--- src/rtl/idu_decode_stage_pkg.sv ---
// idu_decode_stage_pkg: opcode/funct encodings, one-hot info bit indices and decode helpers
package idu_decode_stage_pkg;
  localparam int OP_INFO_WIDTH     = 11;
  localparam int ALU_INFO_WIDTH    = 10;
  localparam int BRANCH_INFO_WIDTH = 6;
  localparam int OP_ALU_IMM   = 0;
  localparam int OP_ALU_IMM_W = 1;
  localparam int OP_ALU       = 2;
  localparam int OP_ALU_W     = 3;
  localparam int OP_BRANCH    = 4;
  localparam int OP_JAL       = 5;
  localparam int OP_JALR      = 6;
  localparam int OP_LUI       = 7;
  localparam int OP_AUIPC     = 8;
  localparam int OP_LOAD      = 9;
  localparam int OP_STORE     = 10;
  localparam int ALU_ADD  = 0;
  localparam int ALU_SUB  = 1;
  localparam int ALU_SLL  = 2;
  localparam int ALU_SLT  = 3;
  localparam int ALU_SLTU = 4;
  localparam int ALU_XOR  = 5;
  localparam int ALU_SRL  = 6;
  localparam int ALU_SRA  = 7;
  localparam int ALU_OR   = 8;
  localparam int ALU_AND  = 9;
  localparam int BRANCH_BEQ  = 0;
  localparam int BRANCH_BNE  = 1;
  localparam int BRANCH_BLT  = 2;
  localparam int BRANCH_BGE  = 3;
  localparam int BRANCH_BLTU = 4;
  localparam int BRANCH_BGEU = 5;
  localparam logic [6:0] OPC_ALU_IMM   = 7'b0010011;
  localparam logic [6:0] OPC_ALU_IMM_W = 7'b0011011;
  localparam logic [6:0] OPC_ALU       = 7'b0110011;
  localparam logic [6:0] OPC_ALU_W     = 7'b0111011;
  localparam logic [6:0] OPC_BRANCH    = 7'b1100011;
  localparam logic [6:0] OPC_JAL       = 7'b1101111;
  localparam logic [6:0] OPC_JALR      = 7'b1100111;
  localparam logic [6:0] OPC_LUI       = 7'b0110111;
  localparam logic [6:0] OPC_AUIPC     = 7'b0010111;
  localparam logic [6:0] OPC_LOAD      = 7'b0000011;
  localparam logic [6:0] OPC_STORE     = 7'b0100011;
  typedef enum logic [2:0] {IMM_NONE, IMM_I, IMM_S, IMM_B, IMM_U, IMM_J, IMM_SH} imm_fmt_e;
  typedef struct packed {
    logic [OP_INFO_WIDTH-1:0]     op;
    logic [ALU_INFO_WIDTH-1:0]    alu;
    logic [BRANCH_INFO_WIDTH-1:0] br;
    logic [4:0]                   rs1;
    logic [4:0]                   rs2;
    logic [4:0]                   rd;
    logic                         rd_wen;
    logic                         illegal;
  } dec_t;
  // funct7 must be zero, except bit 5 which is allowed when alt (SUB/SRA) is legal
  function automatic logic f7_bad(input logic [6:0] f7, input logic alt);
    return |(f7 & {1'b1, ~alt, 5'h1F});
  endfunction
  function automatic logic [ALU_INFO_WIDTH-1:0] alu_onehot(input logic [2:0] f3, input logic sub, input logic sra);
    logic [ALU_INFO_WIDTH-1:0] r;
    r = '0;
    case (f3)
      3'b000: r[sub ? ALU_SUB : ALU_ADD] = 1'b1;
      3'b001: r[ALU_SLL] = 1'b1;
      3'b010: r[ALU_SLT] = 1'b1;
      3'b011: r[ALU_SLTU] = 1'b1;
      3'b100: r[ALU_XOR] = 1'b1;
      3'b101: r[sra ? ALU_SRA : ALU_SRL] = 1'b1;
      3'b110: r[ALU_OR] = 1'b1;
      default: r[ALU_AND] = 1'b1;
    endcase
    return r;
  endfunction
  function automatic logic [BRANCH_INFO_WIDTH-1:0] br_onehot(input logic [2:0] f3);
    logic [BRANCH_INFO_WIDTH-1:0] r;
    r = '0;
    case (f3)
      3'b000: r[BRANCH_BEQ] = 1'b1;
      3'b001: r[BRANCH_BNE] = 1'b1;
      3'b100: r[BRANCH_BLT] = 1'b1;
      3'b101: r[BRANCH_BGE] = 1'b1;
      3'b110: r[BRANCH_BLTU] = 1'b1;
      3'b111: r[BRANCH_BGEU] = 1'b1;
      default: r = '0;
    endcase
    return r;
  endfunction
endpackage

--- src/rtl/idu_decode_stage_imm_gen.sv ---
// idu_imm_gen: builds the sign-extended immediate (inst_i, fmt_i -> imm_o) for each instruction format
module idu_imm_gen
  import idu_decode_stage_pkg::*;
#(
  parameter int XLEN = 64
) (
  input  logic [31:0]     inst_i,
  input  imm_fmt_e        fmt_i,
  output logic [XLEN-1:0] imm_o
);
  logic [31:0] imm32;
  always_comb begin
    imm32 = fmt_i == IMM_I  ? {{20{inst_i[31]}}, inst_i[31:20]} :
            fmt_i == IMM_S  ? {{20{inst_i[31]}}, inst_i[31:25], inst_i[11:7]} :
            fmt_i == IMM_B  ? {{19{inst_i[31]}}, inst_i[31], inst_i[7], inst_i[30:25], inst_i[11:8], 1'b0} :
            fmt_i == IMM_U  ? {inst_i[31:12], 12'b0} :
            fmt_i == IMM_J  ? {{11{inst_i[31]}}, inst_i[31], inst_i[19:12], inst_i[20], inst_i[30:21], 1'b0} :
            fmt_i == IMM_SH ? {26'b0, inst_i[25:20]} : 32'b0;
    imm_o = {{(XLEN-32){imm32[31]}}, imm32};
  end
endmodule

--- src/rtl/idu_decode_stage.sv ---
// idu_decode_stage: RV64I decode into one registered valid/ready slot (in: inst_i/pc_i handshake, flush_i; out: one-hot infos, regs, imm)
module idu_decode_stage
  import idu_decode_stage_pkg::*;
#(
  parameter int XLEN     = 64,
  parameter int PC_WIDTH = 64
) (
  input  logic                         clk_i,
  input  logic                         rst_n_i,
  input  logic                         in_valid_i,
  output logic                         in_ready_o,
  input  logic [31:0]                  inst_i,
  input  logic [PC_WIDTH-1:0]          pc_i,
  input  logic                         flush_i,
  output logic                         out_valid_o,
  input  logic                         out_ready_i,
  output logic [PC_WIDTH-1:0]          pc_o,
  output logic [OP_INFO_WIDTH-1:0]     opcode_info_o,
  output logic [ALU_INFO_WIDTH-1:0]    alu_info_o,
  output logic [BRANCH_INFO_WIDTH-1:0] branch_info_o,
  output logic [XLEN-1:0]              imm_o,
  output logic [4:0]                   rs1_idx_o,
  output logic [4:0]                   rs2_idx_o,
  output logic [4:0]                   rd_idx_o,
  output logic                         rd_wen_o,
  output logic                         illegal_o
);
  logic [6:0]      opc, f7;
  logic [2:0]      f3;
  logic            shift, bad, wr, is_alu;
  imm_fmt_e        fmt;
  dec_t            d, slot;
  logic [XLEN-1:0] imm, imm_q;
  logic [PC_WIDTH-1:0] pc_q;
  logic            valid, accept;
  assign opc   = inst_i[6:0];
  assign f3    = inst_i[14:12];
  assign f7    = inst_i[31:25];
  assign shift = f3[1:0] == 2'b01;
  always_comb begin
    d   = '0;
    fmt = IMM_NONE;
    bad = 1'b0;
    wr  = 1'b0;
    case (opc)
      OPC_ALU_IMM: begin
        d.op[OP_ALU_IMM] = 1'b1;
        wr  = 1'b1;
        fmt = shift ? IMM_SH : IMM_I;
        bad = shift & f7_bad({inst_i[31:26], 1'b0}, f3[2]);
      end
      OPC_ALU_IMM_W: begin
        d.op[OP_ALU_IMM_W] = 1'b1;
        wr  = 1'b1;
        fmt = shift ? IMM_SH : IMM_I;
        bad = shift ? f7_bad(f7, f3[2]) : f3 != 3'b000;
      end
      OPC_ALU: begin
        d.op[OP_ALU] = 1'b1;
        wr  = 1'b1;
        bad = f7_bad(f7, f3 == 3'b000 || f3 == 3'b101);
      end
      OPC_ALU_W: begin
        d.op[OP_ALU_W] = 1'b1;
        wr  = 1'b1;
        bad = (f3 != 3'b000 && !shift) || f7_bad(f7, f3 == 3'b000 || f3 == 3'b101);
      end
      OPC_BRANCH: begin
        d.op[OP_BRANCH] = 1'b1;
        fmt = IMM_B;
        bad = f3[2:1] == 2'b01;
      end
      OPC_JAL: begin
        d.op[OP_JAL] = 1'b1;
        wr  = 1'b1;
        fmt = IMM_J;
      end
      OPC_JALR: begin
        d.op[OP_JALR] = 1'b1;
        wr  = 1'b1;
        fmt = IMM_I;
        bad = f3 != 3'b000;
      end
      OPC_LUI: begin
        d.op[OP_LUI] = 1'b1;
        wr  = 1'b1;
        fmt = IMM_U;
      end
      OPC_AUIPC: begin
        d.op[OP_AUIPC] = 1'b1;
        wr  = 1'b1;
        fmt = IMM_U;
      end
      OPC_LOAD: begin
        d.op[OP_LOAD] = 1'b1;
        wr  = 1'b1;
        fmt = IMM_I;
        bad = f3 == 3'b111;
      end
      OPC_STORE: begin
        d.op[OP_STORE] = 1'b1;
        fmt = IMM_S;
        bad = f3[2];
      end
      default: bad = 1'b1;
    endcase
    is_alu    = d.op[OP_ALU_IMM] | d.op[OP_ALU_IMM_W] | d.op[OP_ALU] | d.op[OP_ALU_W];
    // SUB only exists in register-register form; inst[30] selects SRA for both forms
    d.alu     = bad || !is_alu ? '0 : alu_onehot(f3, (d.op[OP_ALU] | d.op[OP_ALU_W]) & inst_i[30], inst_i[30]);
    d.br      = bad || !d.op[OP_BRANCH] ? '0 : br_onehot(f3);
    d.op      = bad ? '0 : d.op;
    d.rs1     = inst_i[19:15];
    d.rs2     = inst_i[24:20];
    d.rd      = inst_i[11:7];
    d.rd_wen  = wr & ~bad & (|inst_i[11:7]);
    d.illegal = bad;
  end
  idu_imm_gen #(.XLEN(XLEN)) u_imm_gen (
    .inst_i (inst_i),
    .fmt_i  (fmt),
    .imm_o  (imm)
  );
  assign in_ready_o = ~valid | out_ready_i;
  assign accept     = in_valid_i & in_ready_o & ~flush_i;
  always_ff @(posedge clk_i or negedge rst_n_i) begin
    if (!rst_n_i) begin
      valid <= 1'b0;
      slot  <= '0;
      pc_q  <= '0;
      imm_q <= '0;
    end else if (flush_i) begin
      valid <= 1'b0;
    end else if (accept) begin
      valid <= 1'b1;
      slot  <= d;
      pc_q  <= pc_i;
      imm_q <= imm;
    end else if (out_ready_i) begin
      valid <= 1'b0;
    end
  end
  assign out_valid_o   = valid;
  assign pc_o          = pc_q;
  assign opcode_info_o = slot.op;
  assign alu_info_o    = slot.alu;
  assign branch_info_o = slot.br;
  assign imm_o         = imm_q;
  assign rs1_idx_o     = slot.rs1;
  assign rs2_idx_o     = slot.rs2;
  assign rd_idx_o      = slot.rd;
  assign rd_wen_o      = slot.rd_wen;
  assign illegal_o     = slot.illegal;
endmodule

--- config.mk ---
export PLATFORM = sky130hd
export DESIGN_NAME = idu_decode_stage
export DESIGN_NICKNAME = d
export VERILOG_FILES = /design/src/rtl/idu_decode_stage_pkg.sv /design/src/rtl/idu_decode_stage_imm_gen.sv /design/src/rtl/idu_decode_stage.sv
export SDC_FILE = /design/constraint.sdc
export NUM_CORES = 1
export LEC_CHECK = 0
export ABC_AREA = 1
export CORE_ASPECT_RATIO = 1.5
export CORE_MARGIN = 3
export CORE_UTILIZATION = 46
export DETAILED_ROUTE_END_ITERATION = 10
export HOLD_SLACK_MARGIN = 0.03
export MAX_ROUTING_LAYER = met4
export PLACE_DENSITY = 0.9
export SLEW_MARGIN = 15
export SYNTH_ARGS = -nofsm -noshare
export SYNTH_HDL_FRONTEND = slang
export SYNTH_SLANG_ARGS = --single-unit
--- constraint.sdc ---
create_clock -name clk_i -period 3.1 [get_ports clk_i]
set_input_delay 0.62 -clock clk_i [delete_from_list [all_inputs] [get_ports clk_i]]
set_output_delay 0.62 -clock clk_i [all_outputs]
set_load 0.01 [all_outputs]
==> deck_impl_summary.md, run 1 <==
Implementation Results

Setup path
  • Worst Path Buf+Inv: 1
  • Arrival time at the worst endpoint: 2.06 ns
  • Worst setup EP type: output pin
  • Crit start category: flip-flop
  • CP Cell Sequence: clkdlybuf4s50_1
  • CP peak stage delay: 0.94 ns
  • Crit path DRT: 2.48 ns
  • Critical path's top delay family: flip-flops
  • Slowest-stage cell, CP: dfrtp_1
  • Crit-path max FO: 34
  • Critical path type: flip-flop to output pin

Clock network
  • Post-CTS setup buffers: 0
  • Hold_buf cts: 0
  • CTS tree: done
  • Maximum clock path buffer count: 2
  • CTS sink count: 141
  • Post-CTS Resized: 0
  • CTS root buffer: clkbuf_16
  • CTS clk-pin slew, worst paths: 0.06 ns

Global route
  • Total grt overflow: 0
  • Vias in the first global route: 6,165

Pwr
  • Comb power frac: 0.196
  • PwrDens: 528 nW/um^2
  • Net Sw Power: 0.00140 W
  • Leak Pwr: 4.91 nW
  • Comb pwr: 0.00102 W
  • Power Clock: 0.00205 W
  • Max power group: sequential cells
  • Sw Share: 0.270
  • Internal power: 0.00379 W

Run
  • Max-cap violation count: 0
  • OpenROAD warning count: 26

Die
  • Die x size: 103 um
  • Placeable Area: 13,700 sq um
  • Die Ht: 152 um
  • Die footprint: 15,700 sq um

Yosys
  • Yosys Chip Area: 6560 sq um
  • Seq share, synth: 0.538
  • Synth cell types: 32
  • Synthesized instance count: 805
  • Yosys stat cell total: 805
  • Syn nets: 906
  • Post-Syn Area: 6560 sq um

Detailed routing
  • Drt pass-1 iters: 5
  • Post-DRT Antenna Nets: 0
  • Starting DRC count in detailed routing: 318
  • Routed vias: 6,250
  • Routed wire length: 20,000 um

Final timing
  • RSZ-0062 raised after global routing: false
  • Final Hold Vio Count: 0
  • Final min period: 2.68 ns
  • Slew headroom: 0.386
  • Pins Over Slew Limit: 0
  • Fmax: 373 MHz
  • Setup Skew: 0.00468 ns

Cells and area
  • # fillers: 1,029
  • Layout cells sized above 1: 0.0956

Hold path
  • Hold WC Path Type: input port to async pin

Run status
  • Status: completed

Placed design
  • GP Congestion: 0.922
==> run 1: final cells by class <==
class	instances	area (sq um)	share of cell area
clock inverter	13	154	0.0156
tap	189	236	0.0240
clock buffer	19	443	0.0450
inverter	32	123	0.0125
multi-input combinational	564	2490	0.253
timing repair buffer	288	2860	0.291
sequential	141	3530	0.359
==> run 1: state kept, by name, indices dropped and copies added, names as in the netlist <==
register,cells
out_valid_o,1
pc_o,64
branch_info_o,6
rd_wen_o,1
imm_o,32
rs1_idx_o,5
illegal_o,1
opcode_info_o,11
rs2_idx_o,5
alu_info_o,10
rd_idx_o,5
==> run 1: layer usage <==
metal	global-route usage	vias up	wire length, um
met5	-	-	0
met1	0.289	2921	7110
met2	0.438	311	10400
met3	0.0586	67	1530
li1	-	2951	-
met4	0.131	0	977
==> run 1: cells in the mapped netlist, types with 5 or more instances <==
cell type	n	area share
nand2_1	405	0.23
dfrtp_1	141	0.54
nor2_1	35	0.020
buf_4	33	0.038
nand3_1	22	0.017
inv_1	20	0.011
a21oi_1	18	0.014
clkbuf_1	17	0.0097
o21ai_2	13	0.017
inv_2	11	0.0063
nand2_2	11	0.010
nand4_1	10	0.0095
o21ai_0	10	0.0076
a211oi_1	9	0.010
buf_2	9	0.0069
nand2_4	6	0.010
buf_1	5	0.0029
==> run 1: cell families (layout without fill, tap and decap cells) <==
kind of cell / after synthesis / in the layout / share of synthesized area
AOI/OAI and AO/OA: 59 / 59 / 0.0590
buffers and inverters: 100 / 352 / 0.0825
DFF: 141 / 141 / 0.538
and+or+nand+nor: 505 / 505 / 0.320
==> run 1: stage by stage <==
stage          worst slack [ns]  hold slack (ns)  area [sq um]  total power [W]  instances
3_5_place_dp              0.483            0.457          9240          0.00318       1214
4_1_cts                   0.373            0.230          9840          0.00523       1246
6_report                  0.416            0.206          9840          0.00519       1246
5_1_grt                   0.247            0.254          9840          0.00542       1246
3_3_place_gp              0.545            0.452          9240          0.00315       1214
2_1_floorplan              1.30            0.324          6560          0.00252        805
==> run 1: worst paths after layout <==
path	from	to	slack, ns	cells after the start
worst max-delay path	imm_o[31]$_DFFE_PN0P_	imm_o[62]	0.42	1
worst min-delay path	rst_n_i	pc_o[57]$_DFFE_PN0P_	0.21	1
worst max register to register	out_valid_o$_DFFE_PN0P_	alu_info_o[3]$_DFFE_PN0P_	1.39	6
worst min register to register	pc_o[12]$_DFFE_PN0P_	pc_o[12]$_DFFE_PN0P_	0.47	2
max in group asynchronous	rst_n_i	alu_info_o[7]$_DFFE_PN0P_	2.12	2
min in group clk_i	pc_o[12]$_DFFE_PN0P_	pc_o[12]$_DFFE_PN0P_	0.47	2
==> run 1: placed cells by master (no fill, tap or decap), types with 2 or more instances in the layout <==
cell / n
nand2_1: 405
clkdlybuf4s50_1: 273
dfrtp_1: 141
nor2_1: 35
nand3_1: 22
inv_1: 20
a21oi_1: 18
clkbuf_16: 17
o21ai_2: 13
buf_4: 13
nand2_2: 11
inv_2: 10
nand4_1: 10
o21ai_0: 10
a211oi_1: 9
nand2_4: 6
inv_6: 6
nor2_4: 4
nor2_2: 4
nor3_1: 4
clkinv_4: 3
o31ai_1: 2
a21oi_2: 2
o22ai_1: 2
clkinvlp_4: 2
bufinv_16: 2
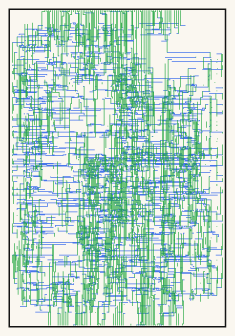
(run_1/layers.png)
Only two layers are drawn.
Blue shows M1, wire length 7,110 um. Green shows M2, wire length 10,400 um.
post-DR wirelength/cell: 16.1 um
GRT Total Usage: 0.263

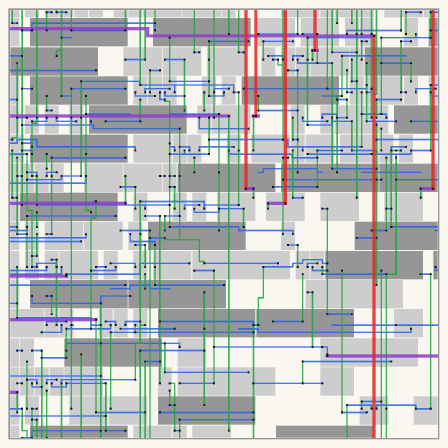
(run_1/closeup.png)
Window x 6 to 46, y 94 to 134 um. Cells in grey, sequential cells in the stronger grey; small squares are vias.
Green shows M2. Purple shows M3. Red shows M4. Blue shows M1.
Netlist names of flops here include `pc_o` (19). Most frequent: nand2_1 (58), clkdlybuf4s50_1 (27), dfrtp_1 (21). Sequential cells in the window: 21. 114 logic cells have their middle in the window.

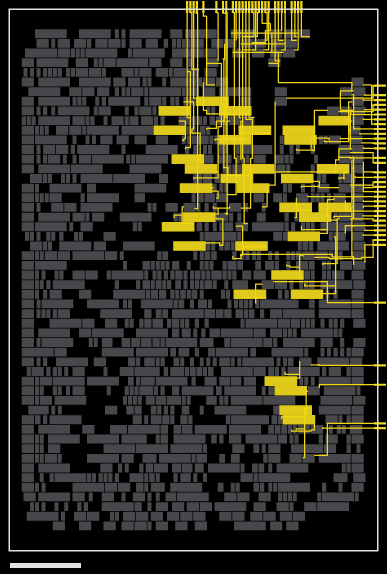
(run_1/port_trees.png)
Bar = 20 um.
Yellow shows `imm_o`, direction output, end cells 32, buffers 64, wire 1,800 um.
Ports: 275
port buffer count: 274

--- run 2 (diff from run 1) ---
--- a/config.mk
+++ b/config.mk
@@ -6,7 +6,6 @@
 export NUM_CORES = 1
 export LEC_CHECK = 0
 export ABC_AREA = 1
-export CORE_ASPECT_RATIO = 1.5
 export CORE_MARGIN = 3
 export CORE_UTILIZATION = 46
 export DETAILED_ROUTE_END_ITERATION = 10
==> run 2 against run 1 <==
Against the previous run:
- sequential power barely moved
- power rose by 0.67%
- die area fell by 0.19%
- wire length fell by 2.6%
- clock-buffer cell count fell by 1
- worst hold slack got worse by 0.023 ns
==> deck_impl_summary.md, run 2 <==
Implementation Results

Run status
  • Status: completed

Placed design
  • Placed inst area: 9210 sq um
  • GP Congestion: 0.886
  • Cell count after placement: 1,194

Die
  • Die x size: 125 um
  • Placeable Area: 13,600 sq um
  • Ports: 275
  • Die footprint: 15,700 sq um
  • Die Ht: 125 um

Final timing
  • Min Hold Slack: 0.183 ns
  • Slew headroom: 0.424
  • Pins Over Slew Limit: 0
  • Fmax: 381 MHz
  • RSZ-0062 raised after global routing: false
  • Final Hold Vio Count: 0

Detailed routing
  • Drt pass-1 iters: 5
  • Routed wire length: 19,500 um
  • Post-DRT Antenna Nets: 0
  • Routed vias: 6,154
  • Starting DRC count in detailed routing: 442
  • Post-DR wirelength/cell: 15.9 um

Yosys
  • Synth top cell by count: nand2_1
  • Yosys stat cell total: 805
  • Synth cell types: 32
  • Post-synth top area cell: dfrtp_1
  • Yosys top cell area share: 0.538
  • Syn nets: 906
  • Yosys Chip Area: 6560 sq um
  • Post-Syn Area: 6560 sq um
  • Top cells by count: 405 x nand2_1, 141 x dfrtp_1, 35 x nor2_1
  • Synthesized instance count: 805
  • Seq share, synth: 0.538

Cells and area
  • Max reg flops: 64
  • Non-filler instance count after layout: 1,226
  • Most numerous logic cells after layout: 405 x nand2_1, 273 x clkdlybuf4s50_1, 141 x dfrtp_1
  • Layout cells sized above 1: 0.0905
  • Post-route cell area: 9820 sq um

Setup path
  • Arrival time at the worst endpoint: 2.00 ns
  • Worst setup EP type: output pin
  • Slowest-stage cell, CP: dfrtp_1
  • Worst Path Buf+Inv: 1
  • CP Cell Sequence: clkdlybuf4s50_1
  • Crit start category: flip-flop
  • Critical path's top delay family: flip-flops

Pwr
  • Internal power: 0.00385 W
  • Sw Share: 0.263
  • Net Sw Power: 0.00137 W
  • PwrDens: 532 nW/um^2
  • Leak Pwr: 4.89 nW
  • Final Total Pwr: 0.00523 W

Run
  • Max-cap violation count: 0

Clock network
  • CTS clk-pin slew, worst paths: 0.06 ns
  • CTS tree: done
  • Post-CTS setup buffers: 0
  • CTS root buffer: clkbuf_16
  • CTS sink count: 141
  • Hold_buf cts: 0
  • Post-CTS Resized: 0
  • Maximum clock path buffer count: 2

Hold path
  • Hold WC Path Type: input port to async pin

Global route
  • Vias in the first global route: 6,266
  • GRT Total Usage: 0.262
  • Total grt overflow: 0
-- run 2: netlist changes by cell type in the layout (fill, tap and decap cells not counted) --
cell,delta
buf_4,-10
clkinv_2,+4
inv_6,-4
buf_12,+3
bufinv_16,+1
clkbuf_1,-1
clkinv_4,-1
clkinvlp_4,+1
-- run 2: cell type report --
type,count,area [sq um]
sequential,141,3530
clock buffer,18,439
tap,176,220
multi-input combinational,564,2490
timing repair buffer,281,2850
fill,1003,3790
inverter,32,123
clock inverter,14,168
-- run 2: power groups by stage --
stage / combinational, W / clock (W) / sequential (W)
after floorplan: 0.000290 / 0 / 0.00223
after global placement: 0.00100 / 0 / 0.00215
after detailed placement: 0.00102 / 0 / 0.00215
after CTS: 0.00103 / 0.00212 / 0.00213
after global routing: 0.00111 / 0.00220 / 0.00215
final: 0.00102 / 0.00208 / 0.00213
-- run 2: worst paths after layout --
| check | slack [ns] | startpoint | endpoint | cells past startpoint |
|---|---|---|---|---|
| setup / recovery | 0.48 | imm_o[31]$_DFFE_PN0P_ | imm_o[47] | 1 |
| hold / removal | 0.18 | rst_n_i | pc_o[3]$_DFFE_PN0P_ | 1 |
| setup reg to reg | 1.19 | out_valid_o$_DFFE_PN0P_ | rd_wen_o$_DFFE_PN0P_ | 6 |
| hold reg to reg | 0.47 | rs2_idx_o[1]$_DFFE_PN0P_ | rs2_idx_o[1]$_DFFE_PN0P_ | 2 |
| max in group asynchronous | 2.08 | rst_n_i | imm_o[1]$_DFFE_PN0P_ | 2 |
| min in group clk_i | 0.47 | rs2_idx_o[1]$_DFFE_PN0P_ | rs2_idx_o[1]$_DFFE_PN0P_ | 2 |
-- run 2: kinds of logic after synthesis --
family          after synthesis  synth area share
flops                       141             0.538
buf+inv                     100            0.0825
compound gates               59            0.0590
simple gates                505             0.320
-- run 2: per-stage QoR --
step / setup WS, ns / util
2_1_floorplan: 1.30 / -
3_3_place_gp: 0.428 / 0.677
3_5_place_dp: 0.329 / 0.677
4_1_cts: 0.429 / 0.721
5_1_grt: 0.274 / 0.721
6_report: 0.475 / 0.721
-- run 2: layer usage --
| layer | global-route usage | vias up | part of all wire |
|---|---|---|---|
| li1 | - | 2943 | - |
| met5 | - | - | 0 |
| met2 | 0.408 | 313 | 0.47 |
| met1 | 0.316 | 2847 | 0.40 |
| met3 | 0.0763 | 51 | 0.091 |
| met4 | 0.122 | 0 | 0.039 |
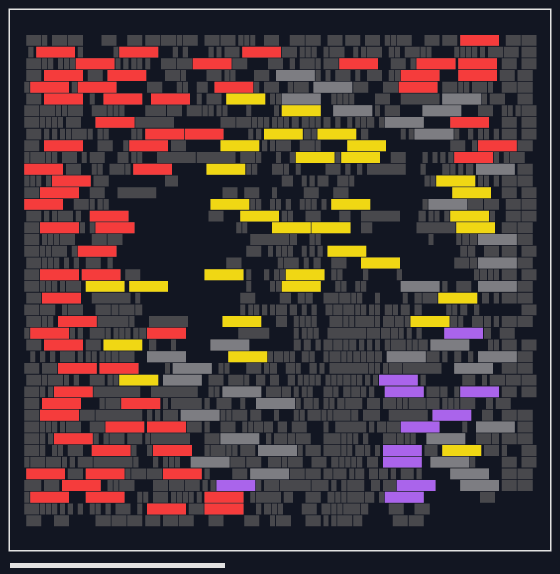
(run_2/ff_map.png)
Bar = 50 um. Other sequential cells in the stronger grey, the rest of the logic in the fainter grey.
Yellow shows `imm_o`, sequential cells 32. Red shows `pc_o`, sequential cells 64, where all over the die. Purple shows `opcode_info_o`, sequential cells 11, where lower right.
Flop area: 3530 sq um
sequential fraction of total cell area: 0.359
Util after Layout: 0.721
sequential group power: 0.00213 W

Power and IR drop assume default switching activity.
